==> config.mk <==
export PLATFORM = sky130hd
export DESIGN_NAME = imem_loader_flat
export DESIGN_NICKNAME = d
export VERILOG_FILES = /design/src/rtl/imem_loader_pkg.sv /design/src/rtl/imem_loader_if.sv /design/src/rtl/loader_word_pack.sv /design/src/rtl/imem_loader.sv /design/src/flat_wrapper.sv
export SDC_FILE = /design/constraint.sdc
export NUM_CORES = 1
export LEC_CHECK = 0
export ABC_AREA = 1
export CAP_MARGIN = 0
export CORE_AREA = 2 2 110 112
export CTS_CLUSTER_DIAMETER = 50
export DETAILED_ROUTE_END_ITERATION = 16
export DIE_AREA = 0 0 112 114
export DONT_BUFFER_PORTS = 1
export SLEW_MARGIN = 20
export SYNTH_ARGS = -nofsm -noshare
export SYNTH_HDL_FRONTEND = slang
export SYNTH_SLANG_ARGS = --single-unit
==> constraint.sdc <==
create_clock -name clk -period 3.65 [get_ports clk]
set_input_delay 0.9125 -clock clk [delete_from_list [all_inputs] [get_ports clk]]
set_output_delay 0.9125 -clock clk [all_outputs]
set_load 0.1 [all_outputs]
==> src/rtl/imem_loader_pkg.sv <==
// Shared types and constants for the instruction-memory boot loader.
package loader_pkg;

  typedef enum logic [2:0] {
    HDR0,
    HDR1,
    DATA,
    WRITE,
    DONE,
    ERR
  } loader_state_t;

  localparam int unsigned HDR_BYTES  = 2;
  localparam int unsigned WORD_BYTES = 4;

  function automatic logic accepts_bytes(loader_state_t s);
    return s inside {HDR0, HDR1, DATA};
  endfunction

endpackage

==> src/rtl/imem_loader_if.sv <==
// Byte-stream input and instruction-memory write port of the boot loader.
interface imem_loader_if #(
  parameter int unsigned ADDR_W = 32
);
  logic              in_valid;
  logic [7:0]        in_data;
  logic              in_ready;
  logic              imem_we;
  logic [ADDR_W-1:0] imem_addr;
  logic [31:0]       imem_wdata;

  modport master (
    output in_valid, in_data,
    input  in_ready, imem_we, imem_addr, imem_wdata
  );

  modport slave (
    input  in_valid, in_data,
    output in_ready, imem_we, imem_addr, imem_wdata
  );
endinterface

==> src/rtl/loader_word_pack.sv <==
// Little-endian byte-to-word packer; word_out holds the last completed word.
module loader_word_pack
  import loader_pkg::*;
(
  input  logic        clk,
  input  logic        rst_n,
  input  logic        clear,
  input  logic        byte_en,
  input  logic [7:0]  byte_in,
  output logic [31:0] word_out,
  output logic        word_full
);

  logic [23:0] sh_q;
  logic [1:0]  cnt_q;
  logic [31:0] word_q;

  // high in the cycle whose byte completes the word
  assign word_full = byte_en && (cnt_q == 2'(WORD_BYTES - 1));
  assign word_out  = word_q;

  always_ff @(posedge clk or negedge rst_n) begin
    if (!rst_n) begin
      sh_q   <= '0;
      cnt_q  <= '0;
      word_q <= '0;
    end else if (clear) begin
      cnt_q <= '0;
    end else if (byte_en) begin
      sh_q  <= {byte_in, sh_q[23:8]};
      cnt_q <= cnt_q + 2'd1;
      if (word_full) begin
        word_q <= {byte_in, sh_q};
      end
    end
  end

endmodule

==> src/rtl/imem_loader.sv <==
// Boot loader: byte stream -> 32-bit imem writes, then releases the core.
module imem_loader
  import loader_pkg::*;
#(
  parameter int unsigned       IMEM_DEPTH = 256,
  parameter int unsigned       ADDR_W     = 32,
  parameter logic [ADDR_W-1:0] BASE_ADDR  = '0
) (
  input  logic         clk,
  input  logic         rst_n,
  imem_loader_if.slave bus,
  output logic         cpu_rst_n,
  output logic         done,
  output logic         error,
  output logic [15:0]  words_loaded
);

  loader_state_t     state_q, state_d;
  logic [15:0]       n_q, n_d;
  logic [15:0]       wl_q, wl_d;
  logic [ADDR_W-1:0] addr_q, addr_d;
  logic [15:0]       n_hdr;
  logic              rdy_q, we_q, done_q, crst_q, err_q;
  logic              xfer, byte_en, clr, full;
  logic [31:0]       word;

  assign xfer    = bus.in_valid && rdy_q;
  assign byte_en = (state_q == DATA) && xfer;
  assign clr     = (state_q == HDR1) && xfer;

  loader_word_pack u_pack (
    .clk       (clk),
    .rst_n     (rst_n),
    .clear     (clr),
    .byte_en   (byte_en),
    .byte_in   (bus.in_data),
    .word_out  (word),
    .word_full (full)
  );

  always_comb begin
    state_d = state_q;
    n_d     = n_q;
    wl_d    = wl_q;
    addr_d  = addr_q;
    n_hdr   = {bus.in_data, n_q[7:0]};
    unique case (state_q)
      HDR0: begin
        if (xfer) begin
          n_d[7:0] = bus.in_data;
          state_d  = HDR1;
        end
      end
      HDR1: begin
        if (xfer) begin
          n_d = n_hdr;
          if (n_hdr == '0) begin
            state_d = DONE;
          end else if (32'(n_hdr) > IMEM_DEPTH) begin
            state_d = ERR;
          end else begin
            state_d = DATA;
          end
        end
      end
      DATA: begin
        if (full) begin
          state_d = WRITE;
          addr_d  = BASE_ADDR + ADDR_W'(32'(wl_q) * WORD_BYTES);
        end
      end
      WRITE: begin
        wl_d    = wl_q + 16'd1;
        state_d = (wl_d == n_q) ? DONE : DATA;
      end
      default: begin
      end
    endcase
  end

  // every output is a flop fed from the next state, so none can glitch
  always_ff @(posedge clk or negedge rst_n) begin
    if (!rst_n) begin
      state_q <= HDR0;
      n_q     <= '0;
      wl_q    <= '0;
      addr_q  <= '0;
      rdy_q   <= 1'b0;
      we_q    <= 1'b0;
      done_q  <= 1'b0;
      crst_q  <= 1'b0;
      err_q   <= 1'b0;
    end else begin
      state_q <= state_d;
      n_q     <= n_d;
      wl_q    <= wl_d;
      addr_q  <= addr_d;
      rdy_q   <= accepts_bytes(state_d);
      we_q    <= (state_d == WRITE);
      done_q  <= (state_d == DONE);
      crst_q  <= (state_d == DONE);
      err_q   <= (state_d == ERR);
    end
  end

  assign bus.in_ready   = rdy_q;
  assign bus.imem_we    = we_q;
  assign bus.imem_addr  = addr_q;
  assign bus.imem_wdata = word;
  assign cpu_rst_n      = crst_q;
  assign done           = done_q;
  assign error          = err_q;
  assign words_loaded   = wl_q;

endmodule
==> src/flat_wrapper.sv <==
// flat-port wrapper written by rule: the top's interface ports become plain ports
module imem_loader_flat import loader_pkg::*;
#(
  parameter int unsigned       IMEM_DEPTH = 256,
  parameter int unsigned       ADDR_W     = 32,
  parameter logic [ADDR_W-1:0] BASE_ADDR  = '0
)
  (clk, rst_n, cpu_rst_n, done, error, words_loaded, bus_in_valid, bus_in_data, bus_in_ready, bus_imem_we, bus_imem_addr, bus_imem_wdata);
  imem_loader_if #(.ADDR_W(ADDR_W)) bus_i ();
  input  logic clk;
  input  logic rst_n;
  output logic cpu_rst_n;
  output logic done;
  output logic error;
  output logic [15:0] words_loaded;
  input wire logic [$bits(bus_i.in_valid)-1:0] bus_in_valid;
  input wire logic [$bits(bus_i.in_data)-1:0] bus_in_data;
  output wire logic [$bits(bus_i.in_ready)-1:0] bus_in_ready;
  output wire logic [$bits(bus_i.imem_we)-1:0] bus_imem_we;
  output wire logic [$bits(bus_i.imem_addr)-1:0] bus_imem_addr;
  output wire logic [$bits(bus_i.imem_wdata)-1:0] bus_imem_wdata;
  assign bus_i.in_valid = bus_in_valid;
  assign bus_i.in_data = bus_in_data;
  assign bus_in_ready = bus_i.in_ready;
  assign bus_imem_we = bus_i.imem_we;
  assign bus_imem_addr = bus_i.imem_addr;
  assign bus_imem_wdata = bus_i.imem_wdata;
  imem_loader #(.IMEM_DEPTH(IMEM_DEPTH), .ADDR_W(ADDR_W), .BASE_ADDR(BASE_ADDR)) u_core (.clk(clk), .rst_n(rst_n), .bus(bus_i), .cpu_rst_n(cpu_rst_n), .done(done), .error(error), .words_loaded(words_loaded));
endmodule
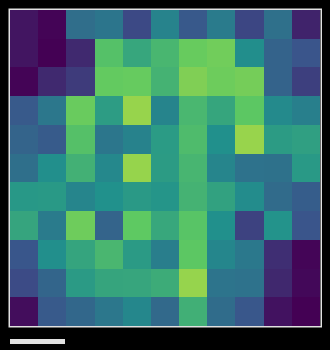
Fig. 1. Placement density heat map.
The bar under the picture is 20 µm long. 11 x 11 tiles, from dark purple (low) to yellow (high), 0 to 100% covered.
The fullest tile reaches 84%. 12% of the tiles are over 75% full. The mean over all tiles is 45%. 4.1% of the tiles are nearly empty.
Layout Utilization: 50.5%
fp util: 44.0%
Core Area: 0.0117 mm²

==> changes_impl.md <==
### Changed

* Outcome: finished clean
* Post-synthesis compound-gate area fraction at 10.6%
* Cts repair resizes at 0
* Flip-flops at 113
* Pre-CTS setup slack at 1.37 ns
* R2r worst-path depth at 15
* Fill count at 1,124
* Met1 Track Usage GR at 27.6%
* Comb/total area at 31.7%
* CTS Buffer Depth at 2
* Initial antenna violation count at 0
* Vias at 3,993
* Basic Gates by Area at 22.8%
* Most numerous logic cell after layout: nand2_1
* Top Layer Used: met4
* Die width at 112 µm
* Max-cap violations at 0
* I/O pin count at 96
* Synth Area per Inst at 8.18 µm²
* Post-CTS setup repair buffer count at 0
* ANT cells at 0
* Pins Over Slew Limit at 0
* Top logic family: simple AND/OR/NAND/NOR gates
* Least-Margin Pin Slew at 0.947 ns
* FF+latch area at 0.00283 mm²
* Root Buffer: clkbuf_16
* Post-synth top cells: 194 x nand2_1, 113 x dfrtp_1, 102 x o21ai_0
* Buffer share of cell area at 2.75%
* DR iter-0 viols at 350
* Yosys stat cell total at 629
* Critical Path Start: u_core.done$_DFF_PN0_
* Post-synth seq share at 54.9%
* Critical Path Stages at 0
* Final setup fails at 0
* Post-Synth Adder-Cell Area at 0.486%
* Post-synth ARST share at 100%
* CTS Buf Count at 17
* GR Util met3 at 5.53%
* GPL Wtd Cong at 0.898
* Overflow after GRT at 0
* Routed length on met2 at 5130 µm
* Syn Inst Count at 629
* Max FFs per register at 32
* # DRC at 0
* Post-synth mux share at 0%
* Tcrit/Tclk final at 63.5%
* Clock Power at 1.57 mW
* Yosys top cell by area: dfrtp_1
* Sw frac at 23.7%
* Top Layout Cells: 193 x nand2_1, 112 x dfrtp_1, 102 x o21ai_0
* Post-placement cell count at 773
* Leakage at 2.96 nW
* Final Hold Viols at 0
* Top-count cell post-synth: nand2_1
* Worst vdd ir at 0.231 mV
* Setup slack after layout at 1.33 ns
* Internal at 2.22 mW
* Hold slack at 0.200 ns
* Comb gate area at 0.00188 mm²
* R2R Setup Slk at 1.37 ns
* CTS sink cnt at 113
* DR vias/cell at 4.96
* Clock share of power at 54.1%
* XOR/XNOR Area Share at 1.29%
* Mapped cell area at 0.00515 mm²
* Sw Pwr at 690 µW
* FF-to-FF End: u_core.error$_DFF_PN0_
* Power Combinational at 78.8 µW
* Share of cells above drive strength 1 at 10.0%
* Top cells, area: dfrtp_1 55%, nand2_1 14%, o21ai_0 9.9%
* Port bufs at 0
* Unique masters post-synth at 26
* Total chip power at 2.91 mW
* Ys Warns at 0
* Fmax at 432 MHz
* Required @ worst endpoint at 2.74 ns
* Multi-input gates at 415
* Final net count at 658
* Min Tclk post-route at 2.32 ns
* H-tree Lvls at 4
* TritonRoute pass-1 iters at 4
* Flop share of the area at 47.8%
* Synth Flop Type: dfrtp_1
* PwrDens at 491 mW/mm²
* Nonclk inv count at 78
* Largest net degree at the start of global routing at 114
* Met3 WL at 667 µm
* Critical Path Fanout Max at 2
* # Taps at 147
* Die area at 0.0128 mm²
* Worst slew margin at 37.0%
* Number of non-clock buffers in the layout at 20
* TritonCTS clock tree: yes
* Antenna Nets Post-Route at 0
* Synth Register Bits at 113
* Top area contributor share at 54.9%
* Clock-cell share at 9.63%
* Gr busiest metal: met2
* Crit start category: flop
* Layout Cells excl Fill at 805
* Largest Pwr Group: clock
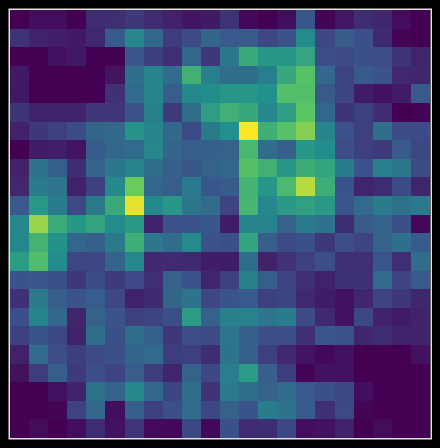
Fig. 2. Wiring heat map.
22 x 23 tiles, from dark purple (low) to yellow (high), scaled to the fullest tile. Values are wire area over tile area, all layers added.
11% of the tiles are over half the peak. 9.5% of the tiles are nearly empty. The mean over all tiles is 0.15. The emptiest ninth of the die: bottom right. The fullest tile reaches 0.57.
wire per inst: 14.6 µm
gr usage total: 19.6%
Routed WL: 11,800 µm

Power and IR drop assume default switching activity.
